### config.mk
export PLATFORM = sky130hd
export DESIGN_NAME = neuron_accumulator
export DESIGN_NICKNAME = d
export VERILOG_FILES = /design/src/rtl/nn_fixed_point_pkg.sv /design/src/rtl/signed_saturator.sv /design/src/rtl/neuron_accumulator.sv
export SDC_FILE = /design/constraint.sdc
export NUM_CORES = 1
export LEC_CHECK = 0
export CAP_MARGIN = 20
export CORE_ASPECT_RATIO = 0.5
export CORE_MARGIN = 5
export CORE_UTILIZATION = 25
export CTS_CLUSTER_SIZE = 20
export DETAILED_ROUTE_END_ITERATION = 6
export HOLD_SLACK_MARGIN = 0.02
export PLACE_DENSITY = 0.54
export SLEW_MARGIN = 0
export SYNTH_ARGS = -nofsm -noshare
export SYNTH_HDL_FRONTEND = slang
export SYNTH_SLANG_ARGS = --single-unit
### constraint.sdc
create_clock -name clk_in -period 5.1 [get_ports clk_in]
set_clock_uncertainty 0.2 [all_clocks]
set_input_delay 1.02 -clock clk_in [delete_from_list [all_inputs] [get_ports clk_in]]
set_output_delay 1.02 -clock clk_in [all_outputs]
set_load 0.1 [all_outputs]
### src/rtl/nn_fixed_point_pkg.sv
// Shared Q5.10 fixed-point definitions for the neuron datapath blocks.
package nn_fixed_point_pkg;

    localparam int FIXED_POINT_LENGTH   = 16;
    localparam int FIXED_POINT_POSITION = 10;

    typedef logic signed [FIXED_POINT_LENGTH-1:0] fixed_t;

    localparam fixed_t FIXED_MAX = {1'b0, {(FIXED_POINT_LENGTH-1){1'b1}}};
    localparam fixed_t FIXED_MIN = {1'b1, {(FIXED_POINT_LENGTH-1){1'b0}}};

    typedef enum logic [1:0] {
        ACCUM  = 2'd0,
        FINISH = 2'd1,
        OUTPUT = 2'd2
    } neuron_acc_state_t;

    function automatic fixed_t saturate_to_fixed(input logic signed [31:0] value);
        fixed_t result;
        if (value > FIXED_MAX) begin
            result = FIXED_MAX;
        end else if (value < FIXED_MIN) begin
            result = FIXED_MIN;
        end else begin
            result = value[FIXED_POINT_LENGTH-1:0];
        end
        return result;
    endfunction

endpackage

### src/rtl/signed_saturator.sv
// Combinational clamp of a wide two's-complement value into a narrower signed range.
module signed_saturator #(
    parameter int IN_W  = 25,
    parameter int OUT_W = 16
) (
    input  logic signed [IN_W-1:0]  wide,
    output logic signed [OUT_W-1:0] narrow
);

    localparam int HI_W = IN_W - OUT_W + 1;

    logic [HI_W-1:0] hi_bits;

    // The value fits when every bit above the narrow sign bit copies it.
    assign hi_bits = wide[IN_W-1:OUT_W-1];

    always_comb begin
        if ((hi_bits == {HI_W{1'b0}}) || (hi_bits == {HI_W{1'b1}})) begin
            narrow = wide[OUT_W-1:0];
        end else if (wide[IN_W-1]) begin
            narrow = {1'b1, {(OUT_W-1){1'b0}}};
        end else begin
            narrow = {1'b0, {(OUT_W-1){1'b1}}};
        end
    end

endmodule

### src/rtl/neuron_accumulator.sv
// Sums one neuron's product stream in a guarded accumulator, adds bias,
// saturates, optionally applies ReLU and offers the activation on valid/ready.
//
//   state  | meaning
//   ACCUM  | accepting product beats, accumulating with saturation
//   FINISH | one cycle: add bias, narrow, activate, register result
//   OUTPUT | activation held on neuron_out until neuron_ready_in
module neuron_accumulator #(
    parameter int FIXED_POINT_LENGTH   = nn_fixed_point_pkg::FIXED_POINT_LENGTH,
    parameter int FIXED_POINT_POSITION = nn_fixed_point_pkg::FIXED_POINT_POSITION,
    parameter int ACCUM_GUARD_BITS     = 8,
    parameter bit RELU_EN              = 1'b1
) (
    input  logic                          clk_in,
    input  logic                          rst_n_in,
    input  logic [FIXED_POINT_LENGTH-1:0] product_in,
    input  logic                          product_valid_in,
    input  logic                          product_last_in,
    output logic                          product_ready_out,
    input  logic [FIXED_POINT_LENGTH-1:0] bias_in,
    output logic [FIXED_POINT_LENGTH-1:0] neuron_out,
    output logic                          neuron_valid_out,
    input  logic                          neuron_ready_in,
    output logic                          busy_out
);

    import nn_fixed_point_pkg::*;

    localparam int L = FIXED_POINT_LENGTH;
    // Addition is scale-preserving, so the binary point never shifts anything here.
    localparam int ACC_W = L + ACCUM_GUARD_BITS + 0 * FIXED_POINT_POSITION;

    neuron_acc_state_t state;

    logic signed [ACC_W-1:0] acc;
    logic signed [ACC_W-1:0] acc_next;
    logic signed [ACC_W:0]   acc_sum;
    logic signed [ACC_W:0]   out_sum;
    logic [L-1:0]            bias_reg;
    logic signed [L-1:0]     out_sat;
    logic [L-1:0]            activation;
    logic                    beat;

    assign product_ready_out = (state == ACCUM);
    assign beat              = product_valid_in && product_ready_out;

    assign acc_sum = {acc[ACC_W-1], acc} + {{(ACC_W+1-L){product_in[L-1]}}, product_in};
    assign out_sum = {acc[ACC_W-1], acc} + {{(ACC_W+1-L){bias_reg[L-1]}}, bias_reg};

    signed_saturator #(.IN_W(ACC_W + 1), .OUT_W(ACC_W)) u_acc_sat (
        .wide   (acc_sum),
        .narrow (acc_next)
    );

    signed_saturator #(.IN_W(ACC_W + 1), .OUT_W(L)) u_out_sat (
        .wide   (out_sum),
        .narrow (out_sat)
    );

    assign activation = (RELU_EN && out_sat[L-1]) ? '0 : out_sat;

    always_ff @(posedge clk_in or negedge rst_n_in) begin
        if (!rst_n_in) begin
            state            <= ACCUM;
            acc              <= '0;
            bias_reg         <= '0;
            neuron_out       <= '0;
            neuron_valid_out <= 1'b0;
            busy_out         <= 1'b0;
        end else begin
            case (state)
                ACCUM: begin
                    if (beat) begin
                        acc      <= acc_next;
                        busy_out <= 1'b1;
                        if (product_last_in) begin
                            bias_reg <= bias_in;
                            state    <= FINISH;
                        end
                    end
                end
                FINISH: begin
                    neuron_out       <= activation;
                    neuron_valid_out <= 1'b1;
                    state            <= OUTPUT;
                end
                OUTPUT: begin
                    if (neuron_ready_in) begin
                        neuron_valid_out <= 1'b0;
                        acc              <= '0;
                        busy_out         <= 1'b0;
                        state            <= ACCUM;
                    end
                end
                default: state <= ACCUM;
            endcase
        end
    end

endmodule

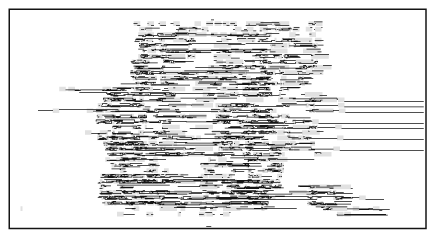
Fig. 1. Metal 1 (run 1).
(2 px per um) Cells faint in the background.
The longest straight run is 52.4 um. The wires run mostly horizontal. The layer holds 54% of the routed length. 685 nets have wire on it. The layer carries 6990 um of wire.

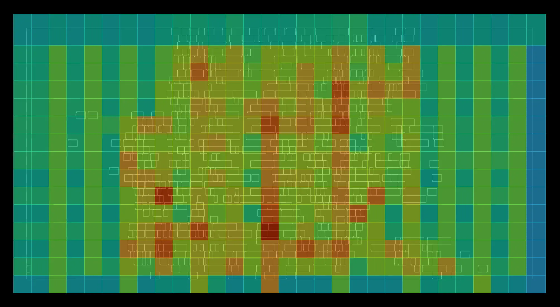
Fig. 2. Routing congestion map (run 1).
final core utilization: 0.310
global-route usage over all layers: 0.113
Routed WL per cell: 14.2 um
met1 Use GR: 0.170
GR Layer Usage met2: 0.166

==> out/qor.txt, run 1 <==
Syn Inst Count: 591
H-Tree Depth: 3
net count after synthesis: 678
synthesis-to-finish area growth: 22.7%
DRC Markers: 0
Flops after synth: 59
# rows: 36
unrepaired setup endpoints after global routing: false
post-synthesis sequential area ratio: 0.302
endpoints failing hold: 0
Yosys Chip Area: 4880 sq um
global-route wire length before repair: 21000 um
highest clock rate: 0.231 GHz
Final Cycle Share: 0.848
comb area leader: AND-OR/OR-AND gates
Routed Antenna Nets: 0
XOR/XNOR Area Share: 0.0538
Worst Path Required: 5.14 ns
worst path buffer plus inverter count: 2
Via Count: 4301
max incr delay on CP: 0.60 ns
Die Y: 109 um
iteration-0 DRC count of the detailed router: 190
Floorplan Utilization: 0.253
Mapped Area: 4880 sq um
WHS: 0.284 ns
Total Negative Setup Slacks: 0 ns
HPWL Detailed: 10200 um
Pre-antenna DRT Iters: 4
cts bufs inserted: 9
Netlist cell types: 63
clk root buf: clkbuf_16
CP Cell Sequence: clkdlybuf4s50_1, ha_1, a21o_1, a211o_1, a21o_1, a21oi_1, o21ai_0, o41a_1, and3_1, nor3_2, buf_4, nor2_1, o21ai_0
# IOs: 56
GR Overflow Total: 0
routability cong.: 0.859
die width: 208 um
placed cells: 893
fraction of layout cells with a size suffix above 1: 0.0731
final instance area: 5990 sq um
dpl cell area: 5670 sq um
die area: 22600 sq um
non-filler cells in the finished layout: 909
worst hold path type: reg -> reg
input/output buffers: 54
final setup vio count: 0
yosys cell count: 591
EDFF count, synth: 0
ANT cells: 0
Basic Gates by Area: 0.200
Max Buffers Root-to-Sink: 2
Worst path top cell family by delay: AND-OR/OR-AND gates
ao+oa area frac: 0.242
status: complete, no violations
initial antenna violation count: 0
max reg flops: 24
Synth async-reset ratio: 1.00
DRT Wirelength: 12900 um
Core Area: 19300 sq um
final net count: 725
CTS tree: built
post-CTS sizing: 0
hold buffer count at CTS: 0
clk_lat worst skew: 0.33 ns
largest net degree at the start of global routing: 60
fin crit period: 4.32 ns
final worst setup slack: 0.776 ns
CP Launch Type: primary input
OpenROAD warnings: 26
Mux area share: 0.0366
Setup Buffers After CTS: 0
Relative slew margins: 0.308
routed vias/inst: 4.73
CP max stage cell: clkdlybuf4s50_1
fa+ha+maj area frac: 0.131
max_cap viols: 0
vias in the first global route: 4126
Yosys warnings: 0
CTS Sinks: 59
worst slew pin tran: 1.04 ns
syn avg cell area: 8.27 sq um
final slew viol count: 0
Worst EP arrival: 4.37 ns
Most used DFF post-synth: dfrtp_1
Clock transition at path regs: 0.05 ns
CP Capture Type: register
CP Max Fanout: 18
pre-CTS setup slack: 0.470 ns
critical path class: in -> reg
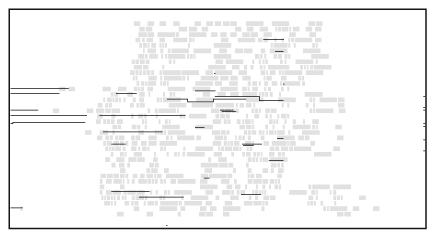
Fig. 3. Signal wires on met3 (run 1).
(2 px per um) Cells faint in the background.
The layer holds 3.4% of the routed length. The longest straight run is 42.8 um. 27 nets have wire on it. The layer carries 440 um of wire.

-- run 1: per-layer routing --
| metal | routed length [um] | up-vias | global-route usage | part of all wire |
|---|---|---|---|---|
| met2 | 5290 | 50 | 0.166 | 0.41 |
| li1 | - | 2239 | - | - |
| met4 | 154 | 0 | 0.0351 | 0.012 |
| met5 | 0 | - | 0 | 0 |
| met3 | 440 | 12 | 0.0184 | 0.034 |
| met1 | 6990 | 2000 | 0.170 | 0.54 |
-- run 1: worst min-delay path, cell delays in order, from the launching register on --
cell and delay [ns]:
dfrtp_1 0.34, nand2_1 0.05, o21ai_1 0.06
-- run 1: layout by cell type (no fill, tap or decap), types with 13 or more instances in the layout --
cell type / instances
o21ai_1: 13
a21o_1: 14
xnor2_1: 18
o21ai_0: 56
a21oi_1: 49
nand3_1: 13
mux2_2: 15
inv_1: 13
nand2_1: 76
clkdlybuf4s50_1: 53
nor2_1: 68
ha_1: 48
dfrtp_1: 59
-- run 1: synth_stat cells, drive strengths merged, types with 3 or more instances --
library cell / n / share of area
and4: 3 / 0.0054
nand3: 13 / 0.013
ha: 48 / 0.12
o21ai: 69 / 0.071
xor2: 12 / 0.022
o21a: 7 / 0.011
nand2: 76 / 0.058
nor3b: 3 / 0.0046
nor2: 68 / 0.052
a2111oi: 4 / 0.0072
dfrtp: 59 / 0.30
a211o: 4 / 0.0072
nor3: 11 / 0.012
mux2: 15 / 0.035
nor2b: 6 / 0.0077
or3: 5 / 0.0064
nand2b: 9 / 0.012
a21boi: 4 / 0.0069
a21o: 14 / 0.022
a21oi: 52 / 0.056
buf: 6 / 0.011
o211ai: 7 / 0.011
a211oi: 5 / 0.0077
nand4: 10 / 0.013
clkbuf: 16 / 0.012
xnor2: 18 / 0.032
o31ai: 3 / 0.0074
inv: 13 / 0.010
-- run 1: path summary, 6_finish.rpt --
path,startpoint,to,slack (ns),cells after the start
hold / removal,neuron_out[11]$_DFFE_PN0P_,neuron_out[11]$_DFFE_PN0P_,0.28,2
setup reg to reg,acc[0]$_DFFE_PN0P_,neuron_out[2]$_DFFE_PN0P_,1.19,13
max in group asynchronous,rst_n_in,bias_reg[8]$_DFFE_PN0P_,3.55,2
min in group asynchronous,rst_n_in,acc[20]$_DFFE_PN0P_,0.64,2
hold reg to reg,neuron_out[11]$_DFFE_PN0P_,neuron_out[11]$_DFFE_PN0P_,0.28,2
setup / recovery,product_in[15],acc[15]$_DFFE_PN0P_,0.78,13
-- run 1: layout make-up --
type,count,area [sq um]
Clock buffer,9,225
Clock inverter,7,101
Fill cell,2027,13300
Inverter,13,48.8
Multi-Input combinational cell,497,3240
Sequential cell,59,1480
Tap cell,266,333
Timing Repair Buffer,58,566
Fig. 4: run 1, met2 routing
(3 px per um)
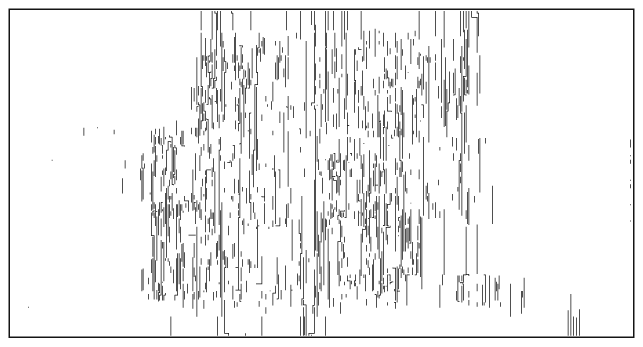

==> inputs of run 2 (changes only) <==
==> constraint.sdc (replaced) <==
create_clock -name clk_in -period 4.35 [get_ports clk_in]
set_clock_uncertainty 0.2 [all_clocks]
set_input_delay 0.87 -clock clk_in [delete_from_list [all_inputs] [get_ports clk_in]]
set_output_delay 0.87 -clock clk_in [all_outputs]
set_load 0.1 [all_outputs]
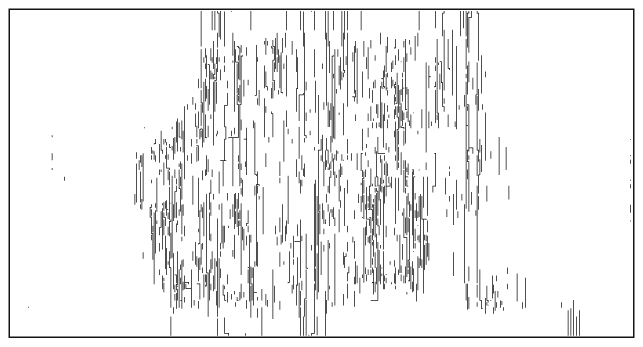
Fig. 5. Met2 routing (run 2).
(3 px per um)
The longest straight run is 42.2 um. 582 nets have wire on it. The layer carries 5400 um of wire. The wires run mostly vertical. The layer holds 41% of the routed length.

==> out/qor.txt, run 2 <==
max incr delay on CP: 0.48 ns
Clock transition at path regs: 0.06 ns
worst slew pin tran: 1.03 ns
Syn Inst Count: 591
final slew viol count: 0
highest clock rate: 0.250 GHz
Synth async-reset ratio: 1.00
global-route wire length before repair: 21000 um
fin crit period: 4.00 ns
H-Tree Depth: 3
syn avg cell area: 8.27 sq um
status: complete, no violations
most numerous logic cell after layout: nand2_1
CTS tree: built
HPWL Detailed: 10400 um
max reg flops: 24
dominant cell type by area after synthesis: dfrtp_1
worst hold path type: reg -> reg
CP Capture Type: register
Final Cycle Share: 0.919
global-route usage over all layers: 0.114
final net count: 736
input/output buffers: 54
Max Buffers Root-to-Sink: 2
post-CTS sizing: 0
Worst EP arrival: 4.04 ns
CP Launch Type: primary input
DRC Markers: 0
post-synthesis sequential area ratio: 0.302
Layout fillers: 2026
hold buffer count at CTS: 0
critical path class: in -> reg
Relative slew margins: 0.312
Netlist cell types: 63
fraction of layout cells with a size suffix above 1: 0.0887
routability cong.: 0.820
clk root buf: clkbuf_16
DRT Wirelength: 13000 um
die width: 208 um
Top-area cell share: 0.302
synthesis-to-finish area growth: 24.3%
iteration-0 DRC count of the detailed router: 183
clk_lat worst skew: 0.33 ns
endpoints failing hold: 0
OpenROAD warnings: 26
Setup Buffers After CTS: 0
CP Max Fanout: 15
top cells by area: dfrtp_1, ha_1, nand2_1
Via Count: 4353
die area: 22600 sq um
Worst Path Required: 4.39 ns
# IOs: 56
Pre-antenna DRT Iters: 4
cts bufs inserted: 9
vias in the first global route: 4056
max_cap viols: 0
net count after synthesis: 678
Routed WL per cell: 14.2 um
most common logic cells in the final layout: nand2_1, nor2_1, dfrtp_1
top post-synthesis cells by count: nand2_1, nor2_1, dfrtp_1, o21ai_0, a21oi_1
Yosys warnings: 0
CTS Sinks: 59
EDFF count, synth: 0
CP max stage cell: clkdlybuf4s50_1
final setup vio count: 0
Flops after synth: 59
Floorplan Utilization: 0.253
# rows: 36
Most used DFF post-synth: dfrtp_1
Total Negative Setup Slacks: 0 ns
most common cell in the netlist: nand2_1
Mapped Area: 4880 sq um
routed vias/inst: 4.73
Routed Antenna Nets: 0
CP Cell Sequence: clkdlybuf4s50_1, buf_4, ha_1, a21oi_1, nor2b_1, a2111oi_0, a21oi_1, a311oi_1, o21bai_1, and3_1, nor3_2, buf_4, nor2_1, o21ai_0
initial antenna violation count: 0
yosys cell count: 591
Yosys Chip Area: 4880 sq um
ANT cells: 0
largest net degree at the start of global routing: 43
Core Area: 19300 sq um
GR Overflow Total: 0
Die Y: 109 um
unrepaired setup endpoints after global routing: false
## run 2: kinds of logic after synthesis
group                      share of synthesized area
and+or+nand+nor                                0.200
muxes                                         0.0366
buffers and inverters                         0.0336
DFF                                            0.302
adders and majority gates                      0.131
other                                       0.000768
xor gates and xnor gates                      0.0538
AOI/OAI and AO/OA                              0.242
## run 2: layout make-up
class                           count  area, sq um  share of cell area
Multi-Input combinational cell    497         3240               0.535
Timing Repair Buffer               69          661               0.109
Clock buffer                        9          225              0.0371
Sequential cell                    59         1480               0.243
Tap cell                          266          333              0.0548
Clock inverter                      7         81.3              0.0134
Inverter                           13         48.8             0.00804
## run 2: metrics by stage
step | instance area [sq um] | utilization | worst slack, ns | hold slack, ns | std cells
floorplan | 4880 | - | 0.554 | 0.282 | 591
detailed placement | 5760 | 0.298 | 0.0224 | 0.280 | 904
global placement | 5760 | 0.298 | 0.0769 | 0.271 | 904
global route | 6070 | 0.314 | 0.0466 | 0.321 | 920
finish | 6070 | 0.314 | 0.354 | 0.286 | 920
CTS | 6070 | 0.314 | 0.355 | 0.293 | 920
## run 2: routing by layer
metal	vias up	global-route usage	part of all wire
li1	2263	-	-
met1	2032	0.172	0.55
met2	50	0.169	0.41
met3	8	0.0187	0.025
met4	0	0.0309	0.0096
met5	-	0	0
## run 2: critical path: cells and delay by family
kind            cells  cell delay (ns)
compound gates      6             1.35
simple gates        4             0.60
buf+inv             3             0.92
fa+ha+maj           1             0.28
## run 2: worst paths after layout
check / startpoint / to / slack (ns) / cells after the start
max in group asynchronous: rst_n_in / neuron_out[9]$_DFFE_PN0P_ / 2.69 / 2
min in group asynchronous: rst_n_in / acc[21]$_DFFE_PN0P_ / 0.47 / 1
setup reg to reg: acc[0]$_DFFE_PN0P_ / neuron_out[2]$_DFFE_PN0P_ / 0.41 / 13
hold reg to reg: neuron_out[10]$_DFFE_PN0P_ / neuron_out[10]$_DFFE_PN0P_ / 0.29 / 2
hold / removal: neuron_out[10]$_DFFE_PN0P_ / neuron_out[10]$_DFFE_PN0P_ / 0.29 / 2
setup / recovery: product_in[15] / acc[9]$_DFFE_PN0P_ / 0.35 / 14
Fig. 6: run 2, ports around the boundary
(3 px per um) Pins as bars across the die edge, other pins in grey.
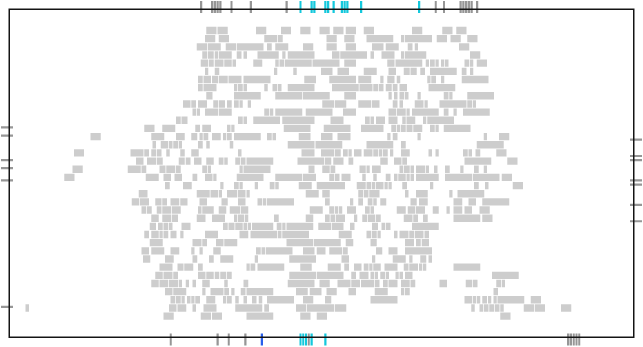

==> inputs of run 3 (changes only) <==
==> constraint.sdc (replaced) <==
create_clock -name clk_in -period 4 [get_ports clk_in]
set_clock_uncertainty 0.2 [all_clocks]
set_input_delay 0.8 -clock clk_in [delete_from_list [all_inputs] [get_ports clk_in]]
set_output_delay 0.8 -clock clk_in [all_outputs]
set_load 0.1 [all_outputs]
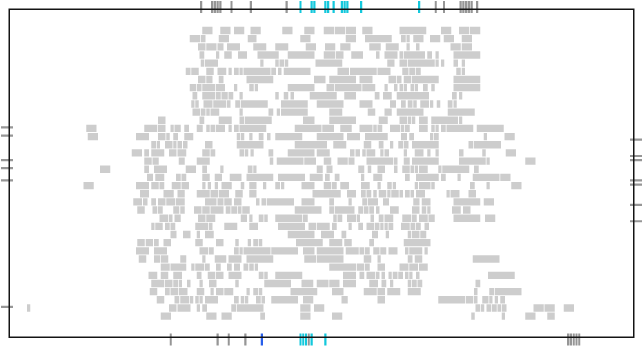
Fig. 7. Ports around the boundary (run 3).
(3 px per um) Pins as bars across the die edge, other pins in grey.
rst_n_in: shown in blue, pins 1, direction input, edge bottom. bias_in: shown in cyan, pins 16, direction input, edge 11 top, 5 bottom.

==> out/qor.txt, run 3 <==
Worst EP arrival: 3.87 ns
post-synthesis sequential area ratio: 0.302
DRT met1 WL: 7340 um
input/output buffers: 54
cts bufs inserted: 9
CTS tree: built
initial antenna violation count: 0
Syn Inst Count: 591
Die Y: 109 um
OpenROAD warnings: 26
H-Tree Depth: 3
met2 wire length: 5510 um
yosys cell count: 591
worst hold path type: reg -> reg
Clock transition at path regs: 0.05 ns
critical path class: in -> reg
max_cap viols: 0
Max Buffers Root-to-Sink: 2
CTS Sinks: 59
final slew viol count: 0
fin crit period: 3.83 ns
Top-area cell share: 0.302
# IOs: 56
endpoints failing hold: 0
DRC Markers: 0
clk root buf: clkbuf_16
Routed WL per cell: 14.1 um
top cells by area: dfrtp_1, ha_1, nand2_1
Final Cycle Share: 0.957
highest clock rate: 0.261 GHz
# rows: 36
Flops after synth: 59
met3 routed WL: 315 um
CP Launch Type: primary input
Yosys warnings: 0
synthesis-to-finish area growth: 28.4%
top post-synthesis cells by count: nand2_1, nor2_1, dfrtp_1, o21ai_0, a21oi_1
HPWL Detailed: 10700 um
global-route usage over all layers: 0.117
die area: 22600 sq um
most common cell in the netlist: nand2_1
status: complete, no violations
most numerous logic cell after layout: nand2_1
vias in the first global route: 4239
fraction of layout cells with a size suffix above 1: 0.127
top sig layer: met4
WHS: 0.280 ns
hold buffer count at CTS: 0
syn avg cell area: 8.27 sq um
Core Area: 19300 sq um
Pre-antenna DRT Iters: 5
routed vias/inst: 4.67
worst slew pin tran: 1.02 ns
Synth async-reset ratio: 1.00
ANT cells: 0
final net count: 757
die width: 208 um
max reg flops: 24
Via Count: 4397
CP Capture Type: register
Mapped Area: 4880 sq um
dominant cell type by area after synthesis: dfrtp_1
GR Overflow Total: 0
Floorplan Utilization: 0.253
Most used DFF post-synth: dfrtp_1
final setup vio count: 0
net count after synthesis: 678
clk_lat worst skew: 0.33 ns
Routed Antenna Nets: 0
Yosys Chip Area: 4880 sq um
global-route wire length before repair: 21700 um
largest net degree at the start of global routing: 40
Relative slew margins: 0.315
DRT Wirelength: 13300 um
Total Negative Setup Slacks: 0 ns
EDFF count, synth: 0
routability cong.: 0.859
most common logic cells in the final layout: nand2_1, nor2_1, dfrtp_1
iteration-0 DRC count of the detailed router: 191
CP Max Fanout: 15
Worst Path Required: 4.04 ns
Netlist cell types: 63
==> run 3: cell counts after synthesis <==
Identical to the previous run, type by type.
==> run 3: cell families after synthesis <==
| family | Yosys count | synth area share |
|---|---|---|
| AND-OR/OR-AND | 186 | 0.242 |
| buffers and inverters | 35 | 0.0336 |
| flip-flops | 59 | 0.302 |
| other | 1 | 0.000768 |
| XOR/XNOR | 30 | 0.0538 |
| multiplexers | 16 | 0.0366 |
| adder cells (fa/ha/maj) | 50 | 0.131 |
| AND/OR/NAND/NOR | 214 | 0.200 |
==> run 3: layout make-up <==
type / instances / area (sq um)
fillers: 2040 / 13100
multi-input cells: 497 / 3280
flip-flops and latches: 59 / 1480
repair buffers: 90 / 807
well taps: 266 / 333
clock buffers: 9 / 225
clock inverters: 7 / 98.8
inverters: 13 / 48.8
==> run 3: path summary, 6_finish.rpt <==
check                                                start  cells past startpoint                    endpoint  slack [ns]
worst max-delay path                         product_in[0]                     14          acc[9]$_DFFE_PN0P_        0.17
worst min-delay path            neuron_out[13]$_DFFE_PN0P_                      2  neuron_out[13]$_DFFE_PN0P_        0.28
worst max register to register          acc[0]$_DFFE_PN0P_                     13  neuron_out[11]$_DFFE_PN0P_        0.26
worst min register to register  neuron_out[13]$_DFFE_PN0P_                      2  neuron_out[13]$_DFFE_PN0P_        0.28
max in group asynchronous                         rst_n_in                      2     bias_reg[2]$_DFFE_PN0P_        2.38
min in group asynchronous                         rst_n_in                      1         acc[20]$_DFFE_PN0P_        0.39
==> run 3: metal layers <==
layer  global-route usage  vias up
met1                0.175     2046
met3               0.0207        8
met2                0.177       40
met5                    0        -
met4               0.0230        0
li1                     -     2303
==> run 3: through the flow <==
step / area [sq um] / instances / worst slack, ns / utilization
floorplan: 4880 / 591 / 0.274 / -
global placement: 5910 / 925 / -0.166 / 0.306
detailed placement: 5910 / 925 / -0.192 / 0.306
CTS: 6230 / 941 / 0.139 / 0.322
global route: 6270 / 941 / -0.0252 / 0.325
finish: 6270 / 941 / 0.174 / 0.325
==> run 3: timing repair <==
action	CTS	global route
setup endpoints to repair	0	31
setup buffers	0	0
resized	0	10
==> run 3: worst max-delay path: stages <==
cell and delay [ns]:
clkdlybuf4s50_1 0.40, ha_1 0.24, fa_1 0.41, a21o_1 0.19, nand4_1 0.11, a21oi_1 0.13, o31ai_2 0.28, a211oi_1 0.13
o41a_1 0.34, and3_1 0.20, nor3_2 0.23, buf_6 0.20, nor2_1 0.06, o21ai_0 0.14
